--- src/rtl/reservation_station_pkg.sv ---
// Shared definitions for the reservation station and the instruction queue.
// Provides the no-op encoding, default geometry and the per-entry payload record.
package reservation_station_pkg;
  localparam int          DATA_W       = 32;
  localparam int          RS_DEPTH_DEF = 8;
  localparam int          TAG_W_DEF    = 4;
  localparam logic [4:0]  OP_NOP       = 5'b11111;
  localparam logic [4:0]  OP_ADD       = 5'b00000;
  localparam logic [4:0]  OP_SUB       = 5'b00001;

  // Payload held in each entry; the tag fields live beside it because their
  // width follows the instantiating module's TAG_W.
  typedef struct packed {
    logic [4:0]        op;
    logic [DATA_W-1:0] vj;
    logic [DATA_W-1:0] vk;
  } rs_entry_t;
endpackage

--- src/rtl/rs_pick.sv ---
// Lowest-set-bit priority encoder.
// Ports: req   - request vector
//        idx   - index of the lowest set bit (0 when none)
//        found - at least one bit of req is set
module rs_pick #(
  parameter int N     = 8,
  parameter int IDX_W = (N > 1) ? $clog2(N) : 1
) (
  input  logic [N-1:0]     req,
  output logic [IDX_W-1:0] idx,
  output logic             found
);
  // Scan downwards so the lowest set bit is the last one written.
  always_comb begin
    idx   = '0;
    found = 1'b0;
    for (int i = N - 1; i >= 0; i--) begin
      if (req[i]) begin
        idx   = IDX_W'(i);
        found = 1'b1;
      end
    end
  end
endmodule

--- src/rtl/reservation_station.sv ---
// Reservation station: buffers decoded operations until both operands are
// available (direct or via CDB wake-up) and issues the lowest-index ready entry
// into a registered ALU interface.
// Ports: clk, rst (async, active-low); op_in/imm_in/has_imm_in/rob_tag_in and
//        vj/qj/rj_rdy, vk/qk/rk_rdy operand inputs; cdb_valid/tag/value
//        broadcast; flush; exec_ready handshake; exec_valid/op/a/b/tag issue
//        register; rs_full registered back-pressure.
module reservation_station
  import reservation_station_pkg::*;
#(
  parameter int RS_DEPTH = RS_DEPTH_DEF,
  parameter int TAG_W    = TAG_W_DEF
) (
  input  logic             clk,
  input  logic             rst,
  input  logic [4:0]       op_in,
  input  logic [31:0]      imm_in,
  input  logic             has_imm_in,
  input  logic [TAG_W-1:0] rob_tag_in,
  input  logic [31:0]      vj_in,
  input  logic [TAG_W-1:0] qj_in,
  input  logic             rj_rdy_in,
  input  logic [31:0]      vk_in,
  input  logic [TAG_W-1:0] qk_in,
  input  logic             rk_rdy_in,
  input  logic             cdb_valid,
  input  logic [TAG_W-1:0] cdb_tag,
  input  logic [31:0]      cdb_value,
  input  logic             flush,
  input  logic             exec_ready,
  output logic             exec_valid,
  output logic [4:0]       exec_op,
  output logic [31:0]      exec_a,
  output logic [31:0]      exec_b,
  output logic [TAG_W-1:0] exec_tag,
  output logic             rs_full
);
  localparam int IDX_W = (RS_DEPTH > 1) ? $clog2(RS_DEPTH) : 1;
  localparam int CNT_W = $clog2(RS_DEPTH + 1);

  logic [RS_DEPTH-1:0] busy, rj, rk, rdy_vec;
  rs_entry_t           ent  [RS_DEPTH];
  logic [TAG_W-1:0]    qj   [RS_DEPTH];
  logic [TAG_W-1:0]    qk   [RS_DEPTH];
  logic [TAG_W-1:0]    dtag [RS_DEPTH];
  logic [CNT_W-1:0]    count, count_nxt;
  logic [IDX_W-1:0]    alloc_idx, iss_idx;
  logic                alloc_found, iss_found;
  logic                do_alloc, do_issue;
  logic                new_rj, new_rk;
  logic [31:0]         new_vj, new_vk;

  // Both searches look at start-of-cycle state: an entry freed by this edge's
  // issue is not reused until next cycle, and a wake-up issues one cycle later.
  assign rdy_vec = busy & rj & rk;

  rs_pick #(.N(RS_DEPTH), .IDX_W(IDX_W)) u_free_pick (
    .req   (~busy),
    .idx   (alloc_idx),
    .found (alloc_found)
  );

  rs_pick #(.N(RS_DEPTH), .IDX_W(IDX_W)) u_iss_pick (
    .req   (rdy_vec),
    .idx   (iss_idx),
    .found (iss_found)
  );

  assign do_alloc  = !flush && (op_in != OP_NOP) && alloc_found;
  assign do_issue  = !flush && iss_found && (!exec_valid || exec_ready);
  assign count_nxt = count + CNT_W'(do_alloc) - CNT_W'(do_issue);

  // Operand state for a newly allocated entry, including a CDB hit on the
  // same edge. The immediate overrides operand B entirely.
  assign new_rj = rj_rdy_in || (cdb_valid && (cdb_tag == qj_in));
  assign new_vj = rj_rdy_in ? vj_in : cdb_value;
  assign new_rk = has_imm_in || rk_rdy_in || (cdb_valid && (cdb_tag == qk_in));
  assign new_vk = has_imm_in ? imm_in : (rk_rdy_in ? vk_in : cdb_value);

  // Control and issue register
  always_ff @(posedge clk or negedge rst) begin
    if (!rst) begin
      busy       <= '0;
      rj         <= '0;
      rk         <= '0;
      count      <= '0;
      rs_full    <= 1'b0;
      exec_valid <= 1'b0;
      exec_op    <= OP_NOP;
      exec_a     <= '0;
      exec_b     <= '0;
      exec_tag   <= '0;
    end else if (flush) begin
      busy       <= '0;
      rj         <= '0;
      rk         <= '0;
      count      <= '0;
      rs_full    <= 1'b0;
      exec_valid <= 1'b0;
    end else begin
      for (int i = 0; i < RS_DEPTH; i++) begin
        if (cdb_valid && busy[i]) begin
          if (!rj[i] && (qj[i] == cdb_tag)) rj[i] <= 1'b1;
          if (!rk[i] && (qk[i] == cdb_tag)) rk[i] <= 1'b1;
        end
      end
      if (do_issue) busy[iss_idx] <= 1'b0;
      if (do_alloc) begin
        busy[alloc_idx] <= 1'b1;
        rj[alloc_idx]   <= new_rj;
        rk[alloc_idx]   <= new_rk;
      end
      count   <= count_nxt;
      rs_full <= (count_nxt >= CNT_W'(RS_DEPTH - 1));
      if (do_issue) begin
        exec_valid <= 1'b1;
        exec_op    <= ent[iss_idx].op;
        exec_a     <= ent[iss_idx].vj;
        exec_b     <= ent[iss_idx].vk;
        exec_tag   <= dtag[iss_idx];
      end else if (exec_valid && exec_ready) begin
        exec_valid <= 1'b0;
      end
    end
  end

  // Entry payload; meaningful only while the matching busy bit is set
  always_ff @(posedge clk) begin
    for (int i = 0; i < RS_DEPTH; i++) begin
      if (cdb_valid && busy[i]) begin
        if (!rj[i] && (qj[i] == cdb_tag)) ent[i].vj <= cdb_value;
        if (!rk[i] && (qk[i] == cdb_tag)) ent[i].vk <= cdb_value;
      end
    end
    if (do_alloc) begin
      ent[alloc_idx]  <= '{op: op_in, vj: new_vj, vk: new_vk};
      qj[alloc_idx]   <= qj_in;
      qk[alloc_idx]   <= qk_in;
      dtag[alloc_idx] <= rob_tag_in;
    end
  end
endmodule
--- config.mk ---
export PLATFORM = sky130hd
export DESIGN_NAME = reservation_station
export DESIGN_NICKNAME = d
export VERILOG_FILES = /design/src/rtl/reservation_station_pkg.sv /design/src/rtl/rs_pick.sv /design/src/rtl/reservation_station.sv
export SDC_FILE = /design/constraint.sdc
export NUM_CORES = 1
export LEC_CHECK = 0
export CORE_UTILIZATION = 50
export DETAILED_ROUTE_END_ITERATION = 8
export HOLD_SLACK_MARGIN = 0.08
export PLACE_DENSITY = 0.73
export SLEW_MARGIN = 5
export SYNTH_ARGS = -nofsm -noshare
export SYNTH_HDL_FRONTEND = slang
export SYNTH_SLANG_ARGS = --single-unit
--- constraint.sdc ---
create_clock -name clk -period 4.4 [get_ports clk]
set_clock_uncertainty 0.05 [all_clocks]
set_input_delay 0.66 -clock clk [delete_from_list [all_inputs] [get_ports clk]]
set_output_delay 0.66 -clock clk [all_outputs]
set_load 0.01 [all_outputs]
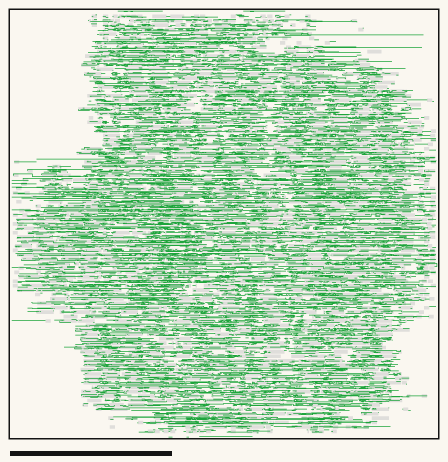
Fig. 1. Signal wires on met1.
The bar under the picture is 100 um long. Cells faint in the background.
- longest straight run: 85.6 um
- wire length on this layer: 40.5 mm
- share of all routed wire: 36%
- nets with wire on the layer: 3066
- main direction: horizontal

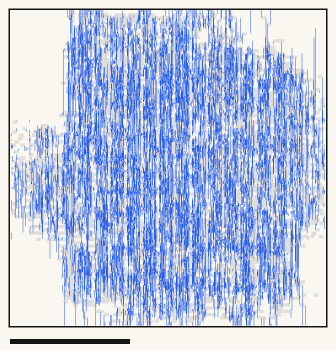
Fig. 2. Metal 2.
The bar under the picture is 100 um long. Cells faint in the background.
- share of all routed wire: 47%
- main direction: vertical
- longest straight run: 76.3 um

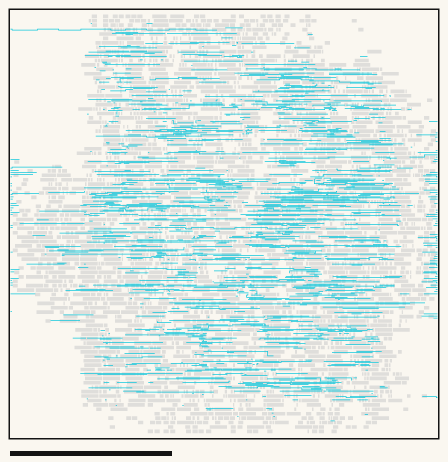
Fig. 3. Metal 3.
The bar under the picture is 100 um long. Cells faint in the background.
- longest straight run: 145 um
- share of all routed wire: 13%
- wire length on this layer: 14200 um
- nets with wire on the layer: 426
- main direction: horizontal

==> cells by family (layout without fill, tap and decap cells) <==
family	count (synthesis)	count (layout)
and+or+nand+nor	545	545
DFF	751	751
AOI/OAI and AO/OA	1200	1200
buffers and inverters	300	491
muxes	64	64
adders and majority gates	5	5
xor gates and xnor gates	75	75
other	0	1
==> through the flow <==
| stage | setup slack, ns | instance area (um^2) |
|---|---|---|
| floorplan | 0.447 | 34300 |
| global placement | 0.583 | 37700 |
| detailed placement | 0.479 | 37700 |
| CTS | 1.07 | 40100 |
| global route | 0.958 | 40100 |
| finish | 0.980 | 40100 |
==> critical path: stages, from the launching register on <==
cell      delay, ns
dfrtp_1        0.55
and3_1         0.38
a211oi_4       1.13
buf_4          0.39
buf_4          0.23
a22oi_1        0.08
o21ai_0        0.16
a211oi_1       0.16
nor3_1         0.18
==> area by class of cell <==
cell class,count,share of cell area
timing repair buffer,324,0.0784
clock buffer,112,0.0533
inverter,26,0.00243
multi-input combinational,1889,0.281
antenna,1,0.0000623
sequential,751,0.549
clock inverter,29,0.00817
tap,873,0.0272
==> power breakdown <==
group	switching, mW	internal [mW]
Clock	2.79	3.70
Sequential	0.245	8.13
Combinational	1.05	0.845
Total	4.08	12.7
==> state kept, by name, indices dropped and copies added, names as in the netlist, 8 cells and up <==
name    count
exec_b     32
rj          8
busy        8
qk         32
rk          8
dtag       32
exec_a     32
qj         32
ent       552
==> routing by layer <==
layer / vias to the layer above / share of wire / global-route usage
met1: 13200 / 0.36 / 0.415
met2: 2022 / 0.47 / 0.505
li1: 11600 / - / -
met5: - / 0 / 0
met3: 348 / 0.13 / 0.0645
met4: 0 / 0.045 / 0.154
==> repair_timing <==
item | in CTS | in global routing
hold buffers | 1 | 0
endpoints found under the hold margin | 33 | 0
buffers inserted | 0 | 0
==> run summary <==
fraction of the mapped netlist area in adder cells = 0.00205
Worst-Skew Late Latency = 0.64 ns
number of fill cells = 5197
period utilisation layout = 0.777
Post-synth ARST share = 0.137
Final Util = 0.595
critical path peak fanout = 20
Critical Path RT = 4.89 ns
Congestion Overflow GR = 0
aoi share = 0.213
placeable core area = 0.0675 mm^2
fp util = 0.507
Post-synth area hogs = edfxtp_1 (57%), o21ai_0 (9.9%), dfrtp_1 (7.2%), a211oi_1 (3.3%), nand2_1 (3.1%)
cell type with the largest total area = edfxtp_1
Post-CTS Resized = 0
DRC = 0
htree depth = 3
Register Area = 0.0220 mm^2
most frequent cells in the layout = o21ai_0 (670), edfxtp_1 (648), nand2_1 (278)
router iterations before antenna repair = 6
Registers, synthesis = 751
status = finished, final reports clean
leakage = 13.5 nW
Area growth syn-to-layout = 17.3%
Post-synth top cells = o21ai_0 (674), edfxtp_1 (648), nand2_1 (284), clkbuf_1 (175), a211oi_1 (152)
first-pass GRT wire length = 166000 um
Mux area share = 0.0187
Root Buffer = clkbuf_16
vias in the first global route = 27300
count of tool warnings = 26
DR vias = 27100
ys cells = 2940
minimum clock period = 3.42 ns
# IOs = 232
clock sinks = 751
synthesized area = 0.0342 mm^2
critical path class = reg2reg
count leader, synth = o21ai_0
Hold Crit Class = reg2reg
crit start category = register
dominant kind of combinational cell = AND-OR/OR-AND gates
distinct lib cells = 57
unrepaired setup endpoints after global routing = false
drt first-iter violations = 4055
dominant synthesized flop cell = edfxtp_1
Power Density = 417 mW/mm^2
DIE AREA = 0.0695 mm^2
YS chip area = 0.0342 mm^2
Vias/cell = 6.78
R2R setup slack = 0.98 ns
syn nets = 3102
RD Place Congestion = 0.906
drt total wl = 112000 um
hpwl dp = 67800 um
Port-buffer cells = 231
clock tree from TritonCTS = yes
Cell Count, Final, Fillers Out = 4005
Max Fclk = 292 MHz
total negative slack = 0 ns
fin nets = 3231
maximum vdd ir drop = 0.000258 V
xor/xnor share = 0.0192
Tot GR Track Use = 0.316
Logic area = 0.0113 mm^2
die width = 264 um
register share after synthesis = 0.644
WHS = 0.466 ns
CTS Buf Count = 77
antenna-violating nets left = 0
Commonest Layout Cell = o21ai_0
R2R cell count = 8
Worst Max-Slew Pin Slew = 1.44 ns
Avg Inst Size Synth = 11.6 um^2
worst hold path endpoint = exec_op[1]$_DFFE_PN1P_
floorplan row count = 95
max-cap viol count = 0
Power is estimated from default activity; no workload was simulated.
